--- src/rtl/spi_cfg_slave_if.sv ---
// SPI configuration bus between the ADC/PLL-style master and the register-bank target.
// The master drives the clock, select and data lines; the target returns read data with its pad enable.
interface spi_cfg_slave_if;
  logic sck;
  logic csb;
  logic mosi;
  logic miso;
  logic miso_oe;

  modport master (
    output sck,
    output csb,
    output mosi,
    input  miso,
    input  miso_oe
  );

  modport slave (
    input  sck,
    input  csb,
    input  mosi,
    output miso,
    output miso_oe
  );
endinterface

--- src/rtl/spi_cfg_slave.sv ---
// Mode-0, MSB-first, 24-bit SPI configuration target with a local bank of 8-bit registers.
// All SPI pins are oversampled in the clk domain; frames commit only when CSB returns high.
module spi_cfg_slave #(
  parameter int NREG = 16
) (
  input  logic                clk,
  input  logic                rst,
  spi_cfg_slave_if.slave      spi,
  output logic                wr_stb,
  output logic [14:0]         wr_addr,
  output logic [7:0]          wr_data,
  output logic                rd_stb,
  output logic                frame_err,
  output logic [8*NREG-1:0]   regs
);

  localparam int AW = (NREG > 1) ? $clog2(NREG) : 1;

  typedef enum logic [1:0] {
    ST_IDLE,
    ST_SHIFT,
    ST_END
  } state_t;

  state_t      state, state_nx;

  logic        sck_meta, sck_s, sck_d;
  logic        csb_meta, csb_s, csb_d;
  logic        mosi_meta, mosi_s;
  logic        sck_rise, sck_fall, csb_rise;

  logic [23:0] shift_rx;
  logic [23:0] shift_nx;
  logic [4:0]  bit_cnt;
  logic        ovf;
  logic [7:0]  rd_sh;
  logic        rd_active;
  logic [7:0]  reg_q [NREG];

  logic        clr_cnt, do_shift, set_ovf, rd_load, rd_drive, end_clr, commit, err;

  logic [14:0] rd_addr;
  logic        rd_in_range;
  logic [7:0]  rd_byte;
  logic [14:0] frame_addr;
  logic [7:0]  frame_data;
  logic        frame_rw;
  logic        frame_in_range;

  // Idle levels are loaded at reset so a released reset never looks like an SCK or CSB edge.
  always_ff @(posedge clk or posedge rst) begin
    if (rst) begin
      sck_meta  <= 1'b0;
      sck_s     <= 1'b0;
      sck_d     <= 1'b0;
      csb_meta  <= 1'b1;
      csb_s     <= 1'b1;
      csb_d     <= 1'b1;
      mosi_meta <= 1'b0;
      mosi_s    <= 1'b0;
    end else begin
      sck_meta  <= spi.sck;
      sck_s     <= sck_meta;
      sck_d     <= sck_s;
      csb_meta  <= spi.csb;
      csb_s     <= csb_meta;
      csb_d     <= csb_s;
      mosi_meta <= spi.mosi;
      mosi_s    <= mosi_meta;
    end
  end

  assign sck_rise = sck_s & ~sck_d;
  assign sck_fall = ~sck_s & sck_d;
  assign csb_rise = csb_s & ~csb_d;

  assign shift_nx = {shift_rx[22:0], mosi_s};

  // The read address is complete on the edge that brings bit_cnt to 16, so it is taken from shift_nx.
  assign rd_addr     = shift_nx[14:0];
  assign rd_in_range = (32'(rd_addr) < NREG);
  assign rd_byte     = rd_in_range ? reg_q[rd_addr[AW-1:0]] : 8'h00;

  assign frame_rw       = shift_rx[23];
  assign frame_addr     = shift_rx[22:8];
  assign frame_data     = shift_rx[7:0];
  assign frame_in_range = (32'(frame_addr) < NREG);

  always_ff @(posedge clk or posedge rst) begin
    if (rst) begin
      state <= ST_IDLE;
    end else begin
      state <= state_nx;
    end
  end

  always_comb begin
    state_nx = state;
    clr_cnt  = 1'b0;
    do_shift = 1'b0;
    set_ovf  = 1'b0;
    rd_load  = 1'b0;
    rd_drive = 1'b0;
    end_clr  = 1'b0;
    commit   = 1'b0;
    err      = 1'b0;
    case (state)
      ST_IDLE: begin
        if (!csb_s) begin
          state_nx = ST_SHIFT;
          clr_cnt  = 1'b1;
        end
      end
      ST_SHIFT: begin
        // A CSB rise in the same cycle as an SCK edge closes the frame and drops that edge.
        if (csb_rise) begin
          state_nx = ST_END;
        end else begin
          if (sck_rise) begin
            if (bit_cnt == 5'd24) begin
              set_ovf = 1'b1;
            end else begin
              do_shift = 1'b1;
              if (bit_cnt == 5'd15 && shift_nx[15]) begin
                rd_load = 1'b1;
              end
            end
          end
          if (sck_fall && rd_active && bit_cnt >= 5'd16 && bit_cnt <= 5'd23) begin
            rd_drive = 1'b1;
          end
        end
      end
      ST_END: begin
        state_nx = ST_IDLE;
        end_clr  = 1'b1;
        if (bit_cnt == 5'd24 && !ovf && !frame_rw) begin
          commit = 1'b1;
        end else if (ovf || (bit_cnt != 5'd0 && bit_cnt != 5'd24)) begin
          err = 1'b1;
        end
      end
      default: begin
        state_nx = ST_IDLE;
      end
    endcase
  end

  always_ff @(posedge clk or posedge rst) begin
    if (rst) begin
      shift_rx    <= '0;
      bit_cnt     <= '0;
      ovf         <= 1'b0;
      rd_sh       <= '0;
      rd_active   <= 1'b0;
      spi.miso    <= 1'b0;
      spi.miso_oe <= 1'b0;
      wr_stb      <= 1'b0;
      wr_addr     <= '0;
      wr_data     <= '0;
      rd_stb      <= 1'b0;
      frame_err   <= 1'b0;
    end else begin
      wr_stb    <= commit;
      rd_stb    <= rd_load;
      frame_err <= err;
      if (clr_cnt) begin
        bit_cnt   <= '0;
        ovf       <= 1'b0;
        rd_active <= 1'b0;
      end
      if (do_shift) begin
        shift_rx <= shift_nx;
        bit_cnt  <= bit_cnt + 5'd1;
      end
      if (set_ovf) begin
        ovf <= 1'b1;
      end
      if (rd_load) begin
        rd_sh     <= rd_byte;
        rd_active <= 1'b1;
      end
      if (rd_drive) begin
        spi.miso    <= rd_sh[7];
        spi.miso_oe <= 1'b1;
        rd_sh       <= {rd_sh[6:0], 1'b0};
      end
      if (end_clr) begin
        spi.miso    <= 1'b0;
        spi.miso_oe <= 1'b0;
        rd_active   <= 1'b0;
      end
      if (commit) begin
        wr_addr <= frame_addr;
        wr_data <= frame_data;
      end
    end
  end

  // Out-of-range writes still strobe externally but must not alias onto a low register.
  always_ff @(posedge clk or posedge rst) begin
    if (rst) begin
      for (int i = 0; i < NREG; i++) begin
        reg_q[i] <= 8'h00;
      end
    end else if (commit && frame_in_range) begin
      reg_q[frame_addr[AW-1:0]] <= frame_data;
    end
  end

  for (genvar g = 0; g < NREG; g++) begin : g_regs
    assign regs[8*g +: 8] = reg_q[g];
  end

endmodule

--- src/flat_wrapper.sv ---
// flat-port wrapper written by rule: the top's interface ports become plain ports
module spi_cfg_slave_flat 
#(
  parameter int NREG = 16
)
  (clk, rst, wr_stb, wr_addr, wr_data, rd_stb, frame_err, regs, spi_sck, spi_csb, spi_mosi, spi_miso, spi_miso_oe);
  spi_cfg_slave_if spi_i ();
  input  logic clk;
  input  logic rst;
  output logic wr_stb;
  output logic [14:0] wr_addr;
  output logic [7:0] wr_data;
  output logic rd_stb;
  output logic frame_err;
  output logic [8*NREG-1:0] regs;
  input wire logic [$bits(spi_i.sck)-1:0] spi_sck;
  input wire logic [$bits(spi_i.csb)-1:0] spi_csb;
  input wire logic [$bits(spi_i.mosi)-1:0] spi_mosi;
  output wire logic [$bits(spi_i.miso)-1:0] spi_miso;
  output wire logic [$bits(spi_i.miso_oe)-1:0] spi_miso_oe;
  assign spi_i.sck = spi_sck;
  assign spi_i.csb = spi_csb;
  assign spi_i.mosi = spi_mosi;
  assign spi_miso = spi_i.miso;
  assign spi_miso_oe = spi_i.miso_oe;
  spi_cfg_slave #(.NREG(NREG)) u_core (.clk(clk), .rst(rst), .spi(spi_i), .wr_stb(wr_stb), .wr_addr(wr_addr), .wr_data(wr_data), .rd_stb(rd_stb), .frame_err(frame_err), .regs(regs));
endmodule
--- config.mk ---
export PLATFORM = sky130hd
export DESIGN_NAME = spi_cfg_slave_flat
export DESIGN_NICKNAME = d
export VERILOG_FILES = /design/src/rtl/spi_cfg_slave_if.sv /design/src/rtl/spi_cfg_slave.sv /design/src/flat_wrapper.sv
export SDC_FILE = /design/constraint.sdc
export NUM_CORES = 1
export LEC_CHECK = 0
export CAP_MARGIN = 20
export CORE_MARGIN = 1.5
export CORE_UTILIZATION = 53
export DETAILED_ROUTE_END_ITERATION = 8
export PLACE_DENSITY_LB_ADDON = 0.1
export SYNTH_ARGS = -nofsm -noshare
export SYNTH_HDL_FRONTEND = slang
export SYNTH_SLANG_ARGS = --single-unit
export TNS_END_PERCENT = 20
--- constraint.sdc ---
create_clock -name clk -period 8.41 [get_ports clk]
set_clock_uncertainty 0.15 [all_clocks]
set_input_delay 1.682 -clock clk [delete_from_list [all_inputs] [get_ports clk]]
set_output_delay 1.682 -clock clk [all_outputs]
set_load 0.1 [all_outputs]
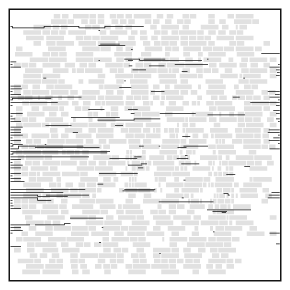
(images/m3.png)
(2 px per um)
wire length on this layer = 1,200 um
longest straight run = 49.4 um
share of all routed wire = 5.2%
final wirelength: 23.0 mm
vias: 6,001
met3 usage: 5.26%

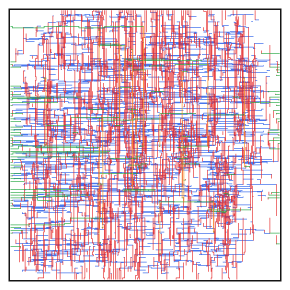
(images/layers.png)
(2 px per um)
green -> M3  # wire length 1,200 um
blue -> M1  # wire length 9,980 um
red -> M2  # wire length 11,200 um
orange -> M4  # wire length 595 um
Total Routing Usage GR: 25.7%
WL/cell: 22.4 um

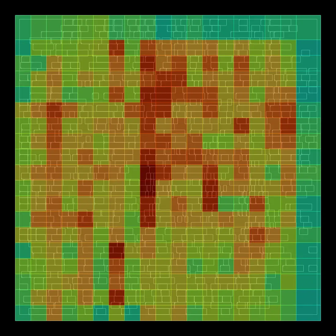
(images/congestion_map.png)
Top Usage Layer GRT: met2
Final Util: 68.7%
met2 Use GR: 41.9%

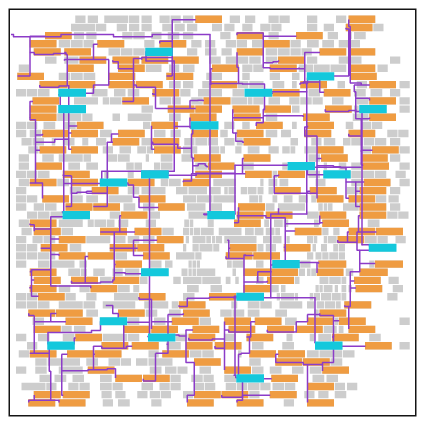
(images/clock_wires.png)
(3 px per um)
purple -> clock wires  # length 2,410 um
cyan -> clock-net drivers  # count 22
orange -> flip-flops  # count 205
flops lie = all over the die
Clk. pwr: 1.03 mW
Insertion Delay late pin: 0.50 ns
Clock Power Share: 41.7%

==> results.ini <==
[run_status]
status = completed

[pwr]
ir_drop_v = 0.000155
power_density_nw_per_um2 = 209
intPower_mw = 1.77
leakagePower_nw = 5.52
p_switching_mw = 0.703
power.total_mw = 2.47
seq_power_mw = 1.08
seq_power_share_pct = 43.9

[floorplanning]
n_tap_cell = 225
die_area_um2 = 18200
ios = 161
dieWidth_um = 135
rows = 48
coreArea_um2 = 17200

[grt]
antenna_found_initial = 0
grt_max_degree = 133
overflow = 0
grt_pass1_wl_mm = 35.6
grt_pass1_vias = 6196

[yosys]
syn_area_per_cell_um2 = 14.5
ys_sh_mux_pct = 29.2
ys_async_sr_fraction_pct = 100
yosysTopAreaCellShare_pct = 54.7
ys_warn_count = 0
ys.flop_type = dfrtp_1
ys_area_um2 = 9240
edf_count = 0
ys_types = 49
top_cells_by_count = 202 x dfrtp_1, 167 x mux2_2, 35 x clkbuf_1
synth_cells = 637
synthXorXnorAreaFrac_pct = 0.190
yosysSeqAreaShare_pct = 55.6
ys_sh_simple_pct = 7.79
yosys.area.top_type = dfrtp_1
synth_nets = 645
yosys_cells = 637
synthTopCellsByArea = dfrtp_1 55%, mux2_2 20%, mux4_2 4.4%, mux2i_1 3.1%, clkbuf_1 1.4%
ys_ff = 205

[layout]
lay_top_cells = 201 x dfrtp_1, 167 x mux2_2, 160 x clkdlybuf4s50_1
largest_reg_flops = 128
largestClassByArea = sequential cells
signal_buffer_area_fraction_pct = 14.1
clock_tree_area_fraction_pct = 6.65
buffers_excl_clock = 168
syn2layout_area_growth_pct = 27.7
drive_gt1_share_pct = 32.8
nets = 793
logic_gate_count = 377
ff_latch_area_um2 = 5130
num-nonclk-inverters = 11
n_clock_buffer = 32
comb-cell-share_pct = 32.9
layout_top_cell = dfrtp_1
comb_area_um2 = 3880
fillers = 1214

[cts]
h-tree-depth = 1
cts_tree = yes
postCtsSetupBuffers = 0
clkTransAtPathRegs_ns = 0.06
cts_buffer_depth = 3
post_cts_resized = 0
hold_buffers = 0
cts.sinks = 205

[placement]
dpl.hpwl_mm = 14.8
dp_slack_ns = 4.32
dpl_cell_area_um2 = 11000
portBuffers = 160
place.gp.congestion = 0.815

[setup_path]
cp-endpoint = regs[47]
arrival_ns = 2.08
worst_path_dominant_cell_family = buffers and inverters
r2r-end = u_core.rd_sh[7]
cpMaxStageDelayCell = clkdlybuf4s50_1
path_buffers = 1
ff2ff_path_depth = 5
max_stage_delay_ns = 1.21
rrSetupSlack_ns = 5.50
cp.depth = 1

[timing]
hold_slack_ns = 0.196
slew_headroom_pct = 29.2
fin_ws_ns = 4.50
hold_viol = 0

[route]
dr_wl_met3_mm = 1.20
first_pass_iters = 4
vias_per_cell = 5.85
detail_route.iter0.violations = 393
wl_met1_mm = 9.98

[worst_hold_path]
min_from = u_core.mosi_meta
min_path_type = flop to flop
hold-path-endpoint = u_core.mosi_s

[flow_run]
tool_warnings = 29

Power is estimated from default activity; no workload was simulated.
